===== config.mk =====
export PLATFORM = sky130hd
export DESIGN_NAME = mem_access_unit
export DESIGN_NICKNAME = d
export VERILOG_FILES = /design/src/rtl/mem_access_unit.sv
export SDC_FILE = /design/constraint.sdc
export NUM_CORES = 1
export LEC_CHECK = 0
export CAP_MARGIN = 25
export CELL_PAD_IN_SITES_DETAIL_PLACEMENT = 1
export CELL_PAD_IN_SITES_GLOBAL_PLACEMENT = 2
export CORE_MARGIN = 3
export CORE_UTILIZATION = 27
export CTS_CLUSTER_SIZE = 16
export DETAILED_ROUTE_END_ITERATION = 10
export HOLD_SLACK_MARGIN = 0.12
export PLACE_DENSITY_LB_ADDON = 0.1
export SKIP_CTS_REPAIR_TIMING = 1
export SLEW_MARGIN = 10
export SYNTH_ARGS = -nofsm -noshare
export SYNTH_HDL_FRONTEND = slang
export SYNTH_SLANG_ARGS = --single-unit

===== constraint.sdc =====
create_clock -name clk -period 3.5 [get_ports clk]
set_input_delay 0.35 -clock clk [delete_from_list [all_inputs] [get_ports clk]]
set_output_delay 0.35 -clock clk [all_outputs]
set_load 0.02 [all_outputs]

===== src/rtl/mem_access_unit.sv =====
// Load/store alignment unit for the MEM stage: extends loads and writes aligned words.
// Sub-word stores are merged with the old memory word over two cycles.
module mem_access_unit #(
  parameter int CNT_W = 16
) (
  input  logic             clk,
  input  logic             rst,
  input  logic             req,
  input  logic             we,
  input  logic [2:0]       funct3,
  input  logic [31:0]      addr,
  input  logic [31:0]      wdata,
  input  logic [31:0]      mem_rd,
  output logic [31:0]      mem_a,
  output logic             mem_we,
  output logic [31:0]      mem_wd,
  output logic [31:0]      rdata,
  output logic             stall,
  output logic             misaligned,
  output logic             err_sticky,
  output logic [CNT_W-1:0] rmw_cnt,
  output logic             fsm_state
);

  typedef enum logic {IDLE = 1'b0, WRITE = 1'b1} state_t;

  state_t      state;
  logic [31:0] cap_addr;
  logic [31:0] merge_q;
  logic [31:0] merged;
  logic [7:0]  ld_byte;
  logic [15:0] ld_half;
  logic        is_idle, f_b, f_h, f_w, f_bu, f_hu;
  logic        illegal, mis_addr, go, load, store_word, sub_store;

  assign is_idle = (state == IDLE);
  assign f_b     = (funct3 == 3'b000);
  assign f_h     = (funct3 == 3'b001);
  assign f_w     = (funct3 == 3'b010);
  assign f_bu    = (funct3 == 3'b100);
  assign f_hu    = (funct3 == 3'b101);

  // Unsigned access types have no store form, so SBU/SHU are treated as illegal.
  assign illegal    = !(f_b || f_h || f_w || f_bu || f_hu) || (we && (f_bu || f_hu));
  assign mis_addr   = ((f_h || f_hu) && addr[0]) || (f_w && (addr[1:0] != 2'b00));
  assign misaligned = is_idle && req && (illegal || mis_addr);

  assign go         = rst && is_idle && req && !misaligned;
  assign load       = go && !we;
  assign store_word = go && we && f_w;
  assign sub_store  = go && we && (f_b || f_h);

  always_comb begin
    ld_byte = mem_rd[7:0];
    case (addr[1:0])
      2'd0: ld_byte = mem_rd[7:0];
      2'd1: ld_byte = mem_rd[15:8];
      2'd2: ld_byte = mem_rd[23:16];
      2'd3: ld_byte = mem_rd[31:24];
      default: ld_byte = mem_rd[7:0];
    endcase
  end

  assign ld_half = addr[1] ? mem_rd[31:16] : mem_rd[15:0];

  always_comb begin
    rdata = '0;
    if (load) begin
      case (funct3)
        3'b000:  rdata = {{24{ld_byte[7]}}, ld_byte};
        3'b001:  rdata = {{16{ld_half[15]}}, ld_half};
        3'b010:  rdata = mem_rd;
        3'b100:  rdata = {24'd0, ld_byte};
        3'b101:  rdata = {16'd0, ld_half};
        default: rdata = '0;
      endcase
    end
  end

  // Old word with the addressed lane(s) replaced; captured for the WRITE cycle.
  always_comb begin
    merged = mem_rd;
    if (f_h) begin
      if (addr[1]) merged[31:16] = wdata[15:0];
      else         merged[15:0]  = wdata[15:0];
    end else begin
      case (addr[1:0])
        2'd0: merged[7:0]   = wdata[7:0];
        2'd1: merged[15:8]  = wdata[7:0];
        2'd2: merged[23:16] = wdata[7:0];
        2'd3: merged[31:24] = wdata[7:0];
        default: merged = mem_rd;
      endcase
    end
  end

  assign mem_a     = is_idle ? {addr[31:2], 2'b00} : cap_addr;
  assign mem_we    = rst && (store_word || !is_idle);
  assign mem_wd    = !mem_we ? 32'd0 : (is_idle ? wdata : merge_q);
  assign stall     = sub_store;
  assign fsm_state = state;

  always_ff @(posedge clk or negedge rst) begin
    if (!rst) begin
      state      <= IDLE;
      cap_addr   <= '0;
      merge_q    <= '0;
      err_sticky <= 1'b0;
      rmw_cnt    <= '0;
    end else begin
      if (misaligned) err_sticky <= 1'b1;
      case (state)
        IDLE: begin
          if (sub_store) begin
            cap_addr <= {addr[31:2], 2'b00};
            merge_q  <= merged;
            state    <= WRITE;
          end
        end
        WRITE: begin
          if (rmw_cnt != {CNT_W{1'b1}}) rmw_cnt <= rmw_cnt + CNT_W'(1);
          state <= IDLE;
        end
        default: state <= IDLE;
      endcase
    end
  end

endmodule


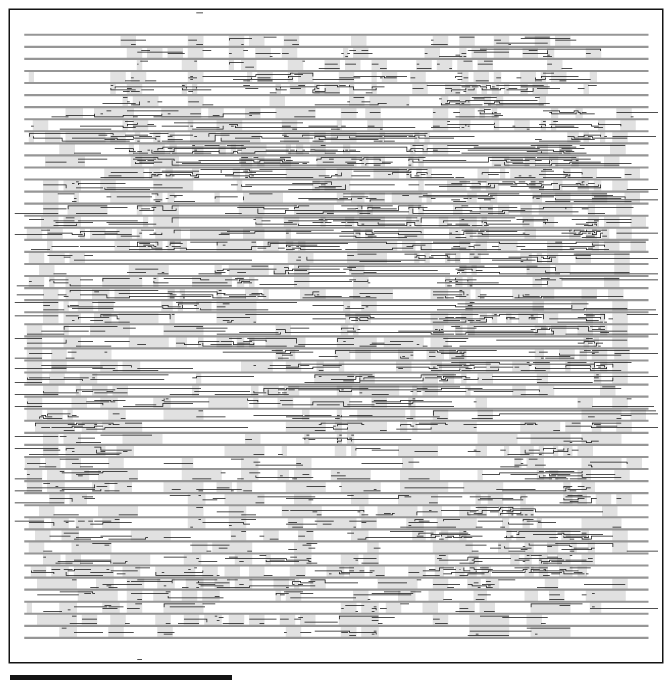
**Above:** run 1 (metal 1).
The bar under the picture is 50 um long. Supply wires on this layer in gray.
756 nets have wire on it. The layer carries 9610 um of wire. The layer holds 46% of the routed length.
GR Util met1: 25.6%
wire length reported by the detailed router: 21100 um

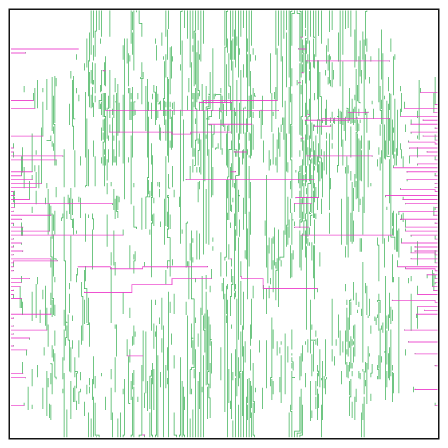
**Above:** run 1 (signal wires by layer).
Two of the layers only.
Key: met3 = magenta [wire length 1260 um]; met2 = green [wire length 9880 um]
via count: 5151
DR WL/cell: 20.6 um
All-Layer GR Usage: 19.2%

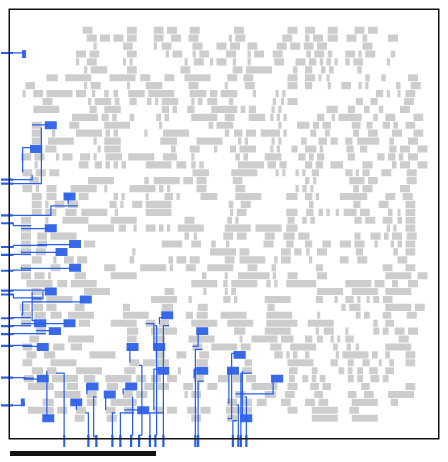
**Above:** run 1 (I/O nets highlighted).
The bar under the picture is 50 um long.
Key: mem_a = blue [bits 32, direction output, edge 16 left, 16 bottom, end cells 32, buffers 30, wire 792 um]
I/O pin count: 220
number of buffers inserted by port buffering: 217

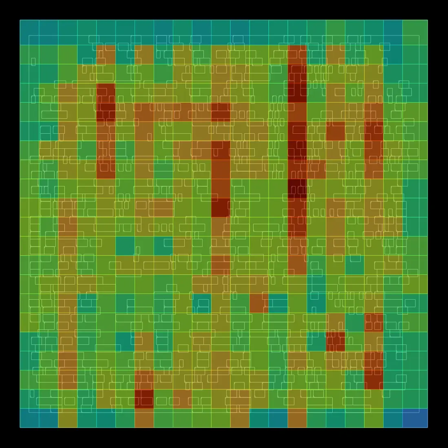
**Above:** run 1 (track usage over the die).
most heavily used metal layer in global routing: met2
routing usage on met2: 31.5%
met3 routing resource usage after global routing: 5.15%
utilization after layout: 42.6%

==> out/metrics.yaml, run 1 <==
cts:
  clock_sinks: 80
  cts-root-to-sink-buffers: 2
critical_path:
  worst-path-buf-inv: 4
  startpoint_type: "primary input"
  worstSetupEndpointType: "output port"
  cp_top_family: "buffers and inverters"
route:
  remaining_drcs: 0
  vias_per_cell: 5.03
synth:
  cell_area_leaders: "sky130_fd_sc_hd__dfrtp_1 37%, sky130_fd_sc_hd__mux2_2 14%, sky130_fd_sc_hd__mux2i_1 9.1%"
  synth.most_common_cell: "sky130_fd_sc_hd__dfrtp_1"
  yosys.area_share.xor_xnor_pct: 1.63
  aoi_share_pct: 15.3
outcome:
  status: "completed"
cells_and_area:
  final_layout_top_logic_cells: "211 x sky130_fd_sc_hd__clkdlybuf4s50_1, 79 x sky130_fd_sc_hd__dfrtp_1, 69 x sky130_fd_sc_hd__mux2_2"
  final_net_count: 863
  area_taken_by_flip_flops_and_latches_um2: 2010
power_and_ir_drop:
  clockPowerShare_pct: 37.0
  comb_cell_power_w: 0.000645
die:
  dieArea_um2: 21600
  die_w_um: 147
global_route:
  global_route_wire_length_before_repair_um: 32800
placement:
  gpl.final_weighted_congestion: 0.826
## run 1: registers in the layout, summed over array words and instances (netlist names)
| signal | cells |
|---|---|
| cap_addr | 30 |
| err_sticky | 1 |
| fsm_state | 1 |
| merge_q | 32 |
| rmw_cnt | 16 |
## run 1: area by class of cell
cell class,count,share of cell area (%)
multi-input cells,425,38.8
repair buffers,235,28.3
flip-flops and latches,80,24.6
well taps,260,3.99
clock buffers,12,3.02
clock inverters,4,0.936
inverters,8,0.368
## run 1: cells by family after synthesis
logic type / Yosys count
AOI/OAI and AO/OA: 102
other: 1
DFF: 80
adders and majority gates: 1
and+or+nand+nor: 191
xor gates and xnor gates: 10
buffers and inverters: 50
muxes: 119
## run 1: metal layers
layer  wire length (um)  vias up
met2               9880      160
li1                   -     2410
met5                  0        -
met3               1260       23
met1               9610     2558
met4                307        0
## run 1: per-stage QoR
stage / util [%] / setup WS (ns)
2_1_floorplan: - / 1.24
3_3_place_gp: 40.9 / 0.249
3_5_place_dp: 40.9 / 0.142
4_1_cts: 42.5 / 0.120
5_1_grt: 42.6 / 0.0986
6_report: 42.6 / 0.244
## run 1: path summary, 6_finish.rpt
kind	start	to	slack, ns	depth (start not counted)
min in group clk	err_sticky$_DFFE_PN0P_	err_sticky$_DFFE_PN0P_	0.47	1
hold reg to reg	err_sticky$_DFFE_PN0P_	err_sticky$_DFFE_PN0P_	0.47	1
hold / removal	rst	rmw_cnt[8]$_DFFE_PN0P_	0.11	2
setup / recovery	addr[1]	rdata[14]	0.24	8
max in group asynchronous	rst	fsm_state$_DFF_PN0_	2.35	3
setup reg to reg	rmw_cnt[11]$_DFFE_PN0P_	rmw_cnt[1]$_DFFE_PN0P_	1.59	4
==> inputs of run 2 (changes only) <==
--- a/config.mk
+++ b/config.mk
@@ -5,6 +5,7 @@
 export SDC_FILE = /design/constraint.sdc
 export NUM_CORES = 1
 export LEC_CHECK = 0
+export ABC_CLOCK_PERIOD_IN_PS = 3500
 export CAP_MARGIN = 25
 export CELL_PAD_IN_SITES_DETAIL_PLACEMENT = 1
 export CELL_PAD_IN_SITES_GLOBAL_PLACEMENT = 2
==> run 2 against run 1 <==
Clock power hardly changed; core utilization is the same; critical path depth is the same; cell area stayed put; die size unchanged; power is the same; hold slack unchanged; sequential power about the same; cell count unchanged; non-clock buffer count unchanged; highest routed layer unchanged.
==> out/metrics.yaml, run 2 <==
cells_and_area:
  nNonClkBuffers: 235
  largestRegisters: "merge_q (32), cap_addr (30), rmw_cnt (16)"
  largest_register_ff_count: 32
  logic_area_um2: 3170
  nNonClkInverters: 8
  largestClassByArea: "multi-input combinational cells"
  comb_cells: 425
  final_net_count: 863
  layout.clock.cell_area_share_pct: 3.96
  largest_register: "merge_q"
  combAreaFraction_pct: 38.8
  design.seq.count: 80
  buf_share_pct: 28.3
  n_clock_buffer: 12
synth:
  cell_area_leaders: "sky130_fd_sc_hd__dfrtp_1 37%, sky130_fd_sc_hd__mux2_2 14%, sky130_fd_sc_hd__mux2i_1 9.1%"
  netlist_instances: 554
  synth_warnings: 0
  synth.most_common_cell: "sky130_fd_sc_hd__dfrtp_1"
power_and_ir_drop:
  power_leader: "sequential cells"
  clockPowerShare_pct: 37.0
  comb_cell_power_w: 0.000645
  combPwrFrac_pct: 22.8
die:
  tap_cells: 260
  die_w_um: 147
  floorplan.io_pins: 220
  dieArea_um2: 21600
route:
  remaining_drcs: 0
  vias_per_cell: 5.03
  detail-route-antenna-nets: 0
  via_count: 5151
  routedWlPerCell_um: 20.6
  routed_wirelength_um: 21100
critical_path:
  slowest_stage: "sky130_fd_sc_hd__clkdlybuf4s50_1"
  crit-reg2reg-launch: "rmw_cnt[11]$_DFFE_PN0P_"
  timing.reg2reg.setup_slack_ns: 1.59
  critical_path.max_stage_delay_ns: 0.63
  worstSetupEndpointType: "output port"
  worst_reg2reg_path_length_in_cells: 4
  r2r_end: "rmw_cnt[1]$_DFFE_PN0P_"
  startpoint_type: "primary input"
outcome:
  status: "completed"
cts:
  cts-root-to-sink-buffers: 2
  cts_htree_levels: 3
placement:
  gpl.final_weighted_congestion: 0.826
  portBuffers: 217
  post-place-ws_ns: 0.142
final_timing:
  maxSlewHeadroom_pct: 34.8
  setup_ws_ns: 0.244
global_route:
  grt_util_all_layers_pct: 19.2
  global_route_wire_length_before_repair_um: 32800
[run 2: cell counts after synthesis]
Identical to the previous run, type by type.
[run 2: worst max path at each step]
stage                            to  cells past startpoint  slack, ns      start
after floorplan           rdata[21]                      7       1.24    addr[0]
after global placement    rdata[11]                      8       0.25    addr[1]
after detailed placement  rdata[26]                      6       0.14  funct3[2]
after CTS                 rdata[26]                      6       0.12  funct3[2]
after global routing      rdata[26]                      6        0.1  funct3[2]
final                     rdata[14]                      8       0.24    addr[1]
[run 2: through the flow]
step | instance area, um2 | cells | utilization [%]
3_5_place_dp | 7820 | 1008 | 40.9
5_1_grt | 8150 | 1024 | 42.6
2_1_floorplan | 5370 | 555 | -
4_1_cts | 8150 | 1024 | 42.5
3_3_place_gp | 7820 | 1008 | 40.9
6_report | 8150 | 1024 | 42.6
[run 2: logic make-up (layout without fill, tap and decap cells)]
| family | Yosys count | after routing | synth area share, % |
|---|---|---|---|
| buffers and inverters | 50 | 259 | 4.40 |
| adder cells (fa/ha/maj) | 1 | 1 | 0.233 |
| flip-flops | 80 | 80 | 37.3 |
| multiplexers | 119 | 119 | 24.0 |
| XOR/XNOR | 10 | 10 | 1.63 |
| other | 1 | 2 | 0.0698 |
| AND-OR/OR-AND | 102 | 102 | 15.3 |
| AND/OR/NAND/NOR | 191 | 191 | 17.0 |
[run 2: critical path: cells and delay by family]
family	cells	cell delay, ns
buffers and inverters	4	1.69
and+or+nand+nor	2	0.51
AOI/OAI and AO/OA	2	0.36
[run 2: routing by layer]
layer,up-vias,part of all wire [%],global-route usage (%)
met5,-,0,0
met4,0,1.5,4.24
met3,23,6.0,5.15
met2,160,47,31.5
met1,2558,46,25.6
li1,2410,-,-
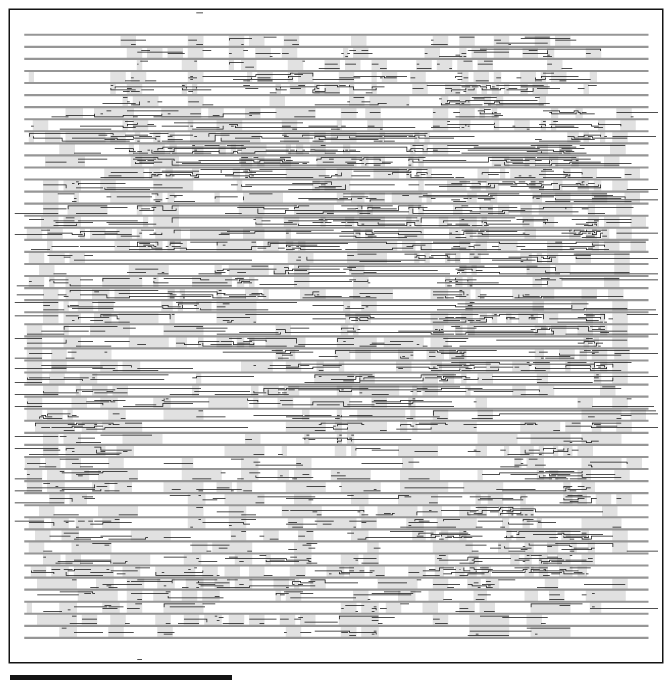
**Above:** run 2 (metal 1).
The bar under the picture is 50 um long. Supply wires on this layer in gray.
The wires run mostly horizontal. The longest straight run is 55.2 um. The layer carries 9610 um of wire. 756 nets have wire on it.

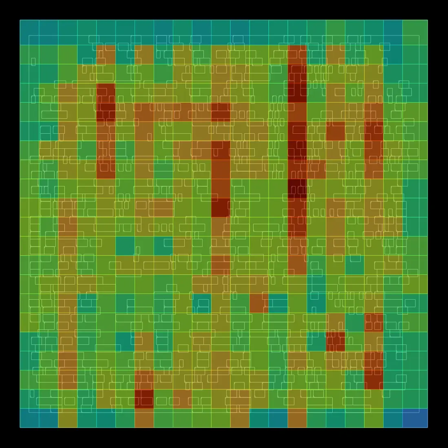
**Above:** run 2 (track usage over the die).

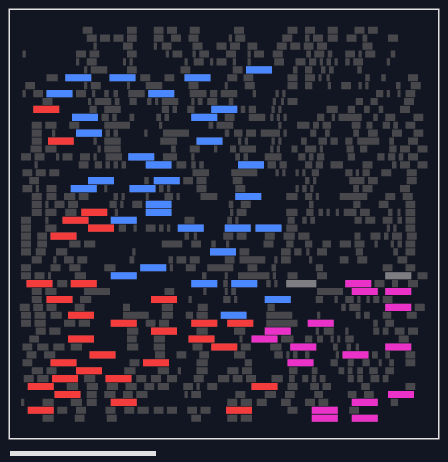
**Above:** run 2 (sequential cells colored by netlist name).
The bar under the picture is 50 um long. Other sequential cells in the stronger gray, the rest of the logic in the fainter gray.
Key: cap_addr = red [placed flops 30]; rmw_cnt = magenta [placed flops 16, where bottom right]; merge_q = blue [placed flops 32]
power consumed by sequential cells: 0.00114 W
sequential portion of the cell area: 24.6%
area taken by flip-flops and latches: 2010 um2

==> inputs of run 3 (changes only) <==
--- a/config.mk
+++ b/config.mk
@@ -6,7 +6,7 @@
 export NUM_CORES = 1
 export LEC_CHECK = 0
 export ABC_CLOCK_PERIOD_IN_PS = 3500
-export CAP_MARGIN = 25
+export CAP_MARGIN = 10
 export CELL_PAD_IN_SITES_DETAIL_PLACEMENT = 1
 export CELL_PAD_IN_SITES_GLOBAL_PLACEMENT = 2
 export CORE_MARGIN = 3
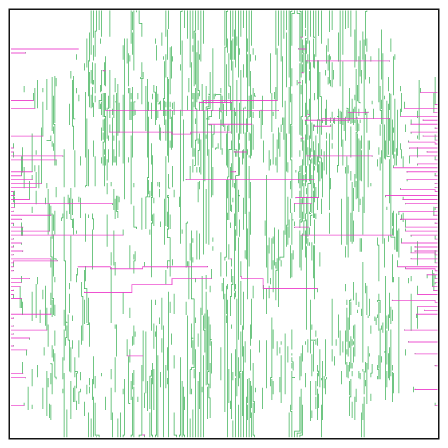
**Above:** run 3 (signal wires by layer).
Two of the layers only.
Key: met3 = magenta [wire length 1260 um]; met2 = green [wire length 9880 um]

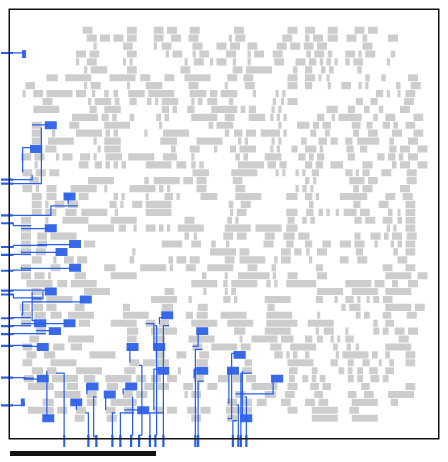
**Above:** run 3 (I/O nets highlighted).
The bar under the picture is 50 um long.
Key: mem_a = blue [bits 32, direction output, edge 16 left, 16 bottom, end cells 32, buffers 30, wire 792 um]

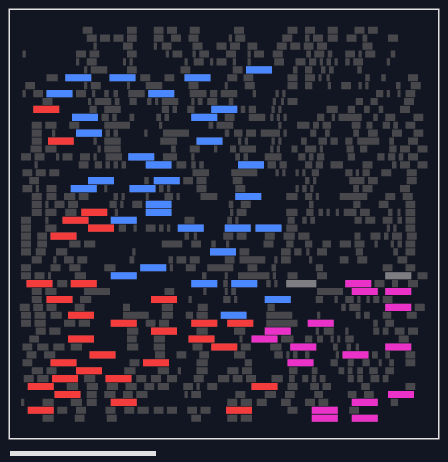
**Above:** run 3 (sequential cells colored by netlist name).
The bar under the picture is 50 um long. Other sequential cells in the stronger gray, the rest of the logic in the fainter gray.
Key: merge_q = blue [placed flops 32]; cap_addr = red [placed flops 30]; rmw_cnt = magenta [placed flops 16, where bottom right]
Another 2 sequential cells are not colored.

==> run 3 against run 2 <==
Critical path depth did not move; sequential power about the same; core utilization stayed put; critical path type unchanged; largest cell class unchanged; largest power group unchanged.
==> out/metrics.yaml, run 3 <==
global_route:
  grt_util_all_layers_pct: 19.2
  global_route.peak_usage_layer: "met2"
  routing_usage_on_met2_pct: 31.5
  global_route_wire_length_before_repair_um: 32800
  global_route.usage.met3_pct: 5.15
cells_and_area:
  largestRegisters: "merge_q (32), cap_addr (30), rmw_cnt (16)"
  final_net_count: 863
  final_layout_top_logic_cells: "211 x sky130_fd_sc_hd__clkdlybuf4s50_1, 79 x sky130_fd_sc_hd__dfrtp_1, 69 x sky130_fd_sc_hd__mux2_2"
  area_growth_syn_to_layout_pct: 51.8
  largest_register_ff_count: 32
  layout.cell_area.non_filler_um2: 8150
  layout.cells.non_filler: 1024
  fin_util_pct: 42.6
route:
  routedWlPerCell_um: 20.6
  remaining_drcs: 0
  detail-route-antenna-nets: 0
  vias_per_cell: 5.03
  via_count: 5151
  routed_wirelength_um: 21100
power_and_ir_drop:
  pwr_density_cell_nw_per_um2: 347
outcome:
  status: "completed"
critical_path:
  timing.reg2reg.setup_slack_ns: 1.59
  cp_top_family: "buffers and inverters"
  worst-path-buf-inv: 4
  startpoint: "addr[1]"
  crit-reg2reg-launch: "rmw_cnt[11]$_DFFE_PN0P_"
  r2r_end: "rmw_cnt[1]$_DFFE_PN0P_"
synth:
  synth-seq-cells: 80
  area_share_of_the_leading_cell_type_in_the_synthesized_netlist_pct: 37.3
  synth.most_common_cell: "sky130_fd_sc_hd__dfrtp_1"
  cell_area_leaders: "sky130_fd_sc_hd__dfrtp_1 37%, sky130_fd_sc_hd__mux2_2 14%, sky130_fd_sc_hd__mux2i_1 9.1%"
  netlist_instances: 554
die:
  floorplan.io_pins: 220
  die_w_um: 147
final_timing:
  maxSlewHeadroom_pct: 34.8
  setup_ws_ns: 0.244
cts:
  clock_sinks: 80
  cts_htree_levels: 3
  cts-root-to-sink-buffers: 2
placement:
  post-place-ws_ns: 0.142
run 3: cell counts after synthesis:
Identical to the previous run, type by type.
run 3: layout make-up:
class,count,area (um2)
clock buffers,12,246
clock inverters,4,76.3
fillers,2175,11000
inverters,8,30.0
multi-input cells,425,3170
flip-flops and latches,80,2010
well taps,260,325
repair buffers,235,2300
run 3: how the worst max path moves through the flow:
stage / to / slack [ns] / cells past startpoint
5_1_grt: rdata[26] / 0.1 / 6
4_1_cts: rdata[26] / 0.12 / 6
6_report: rdata[14] / 0.24 / 8
3_5_place_dp: rdata[26] / 0.14 / 6
2_1_floorplan: rdata[21] / 1.24 / 7
3_3_place_gp: rdata[11] / 0.25 / 8
run 3: layer usage:
layer | routed length [um] | share of wire (%)
met5 | 0 | 0
met4 | 307 | 1.5
met3 | 1260 | 6.0
met2 | 9880 | 47
met1 | 9610 | 46
run 3: power by group:
group / internal (W) / switching [W] / total [W]
combinational: 0.000335 / 0.000310 / 0.000645
clock: 0.000648 / 0.000400 / 0.00105
sequential: 0.00106 / 0.0000791 / 0.00114
run 3: cells by family (layout without fill, tap and decap cells):
family | after synthesis | after routing | share of synthesized area, %
AND-OR/OR-AND | 102 | 102 | 15.3
XOR/XNOR | 10 | 10 | 1.63
flip-flops | 80 | 80 | 37.3
AND/OR/NAND/NOR | 191 | 191 | 17.0
other | 1 | 2 | 0.0698
multiplexers | 119 | 119 | 24.0
adder cells (fa/ha/maj) | 1 | 1 | 0.233
buffers and inverters | 50 | 259 | 4.40
Power and IR drop assume default switching activity.
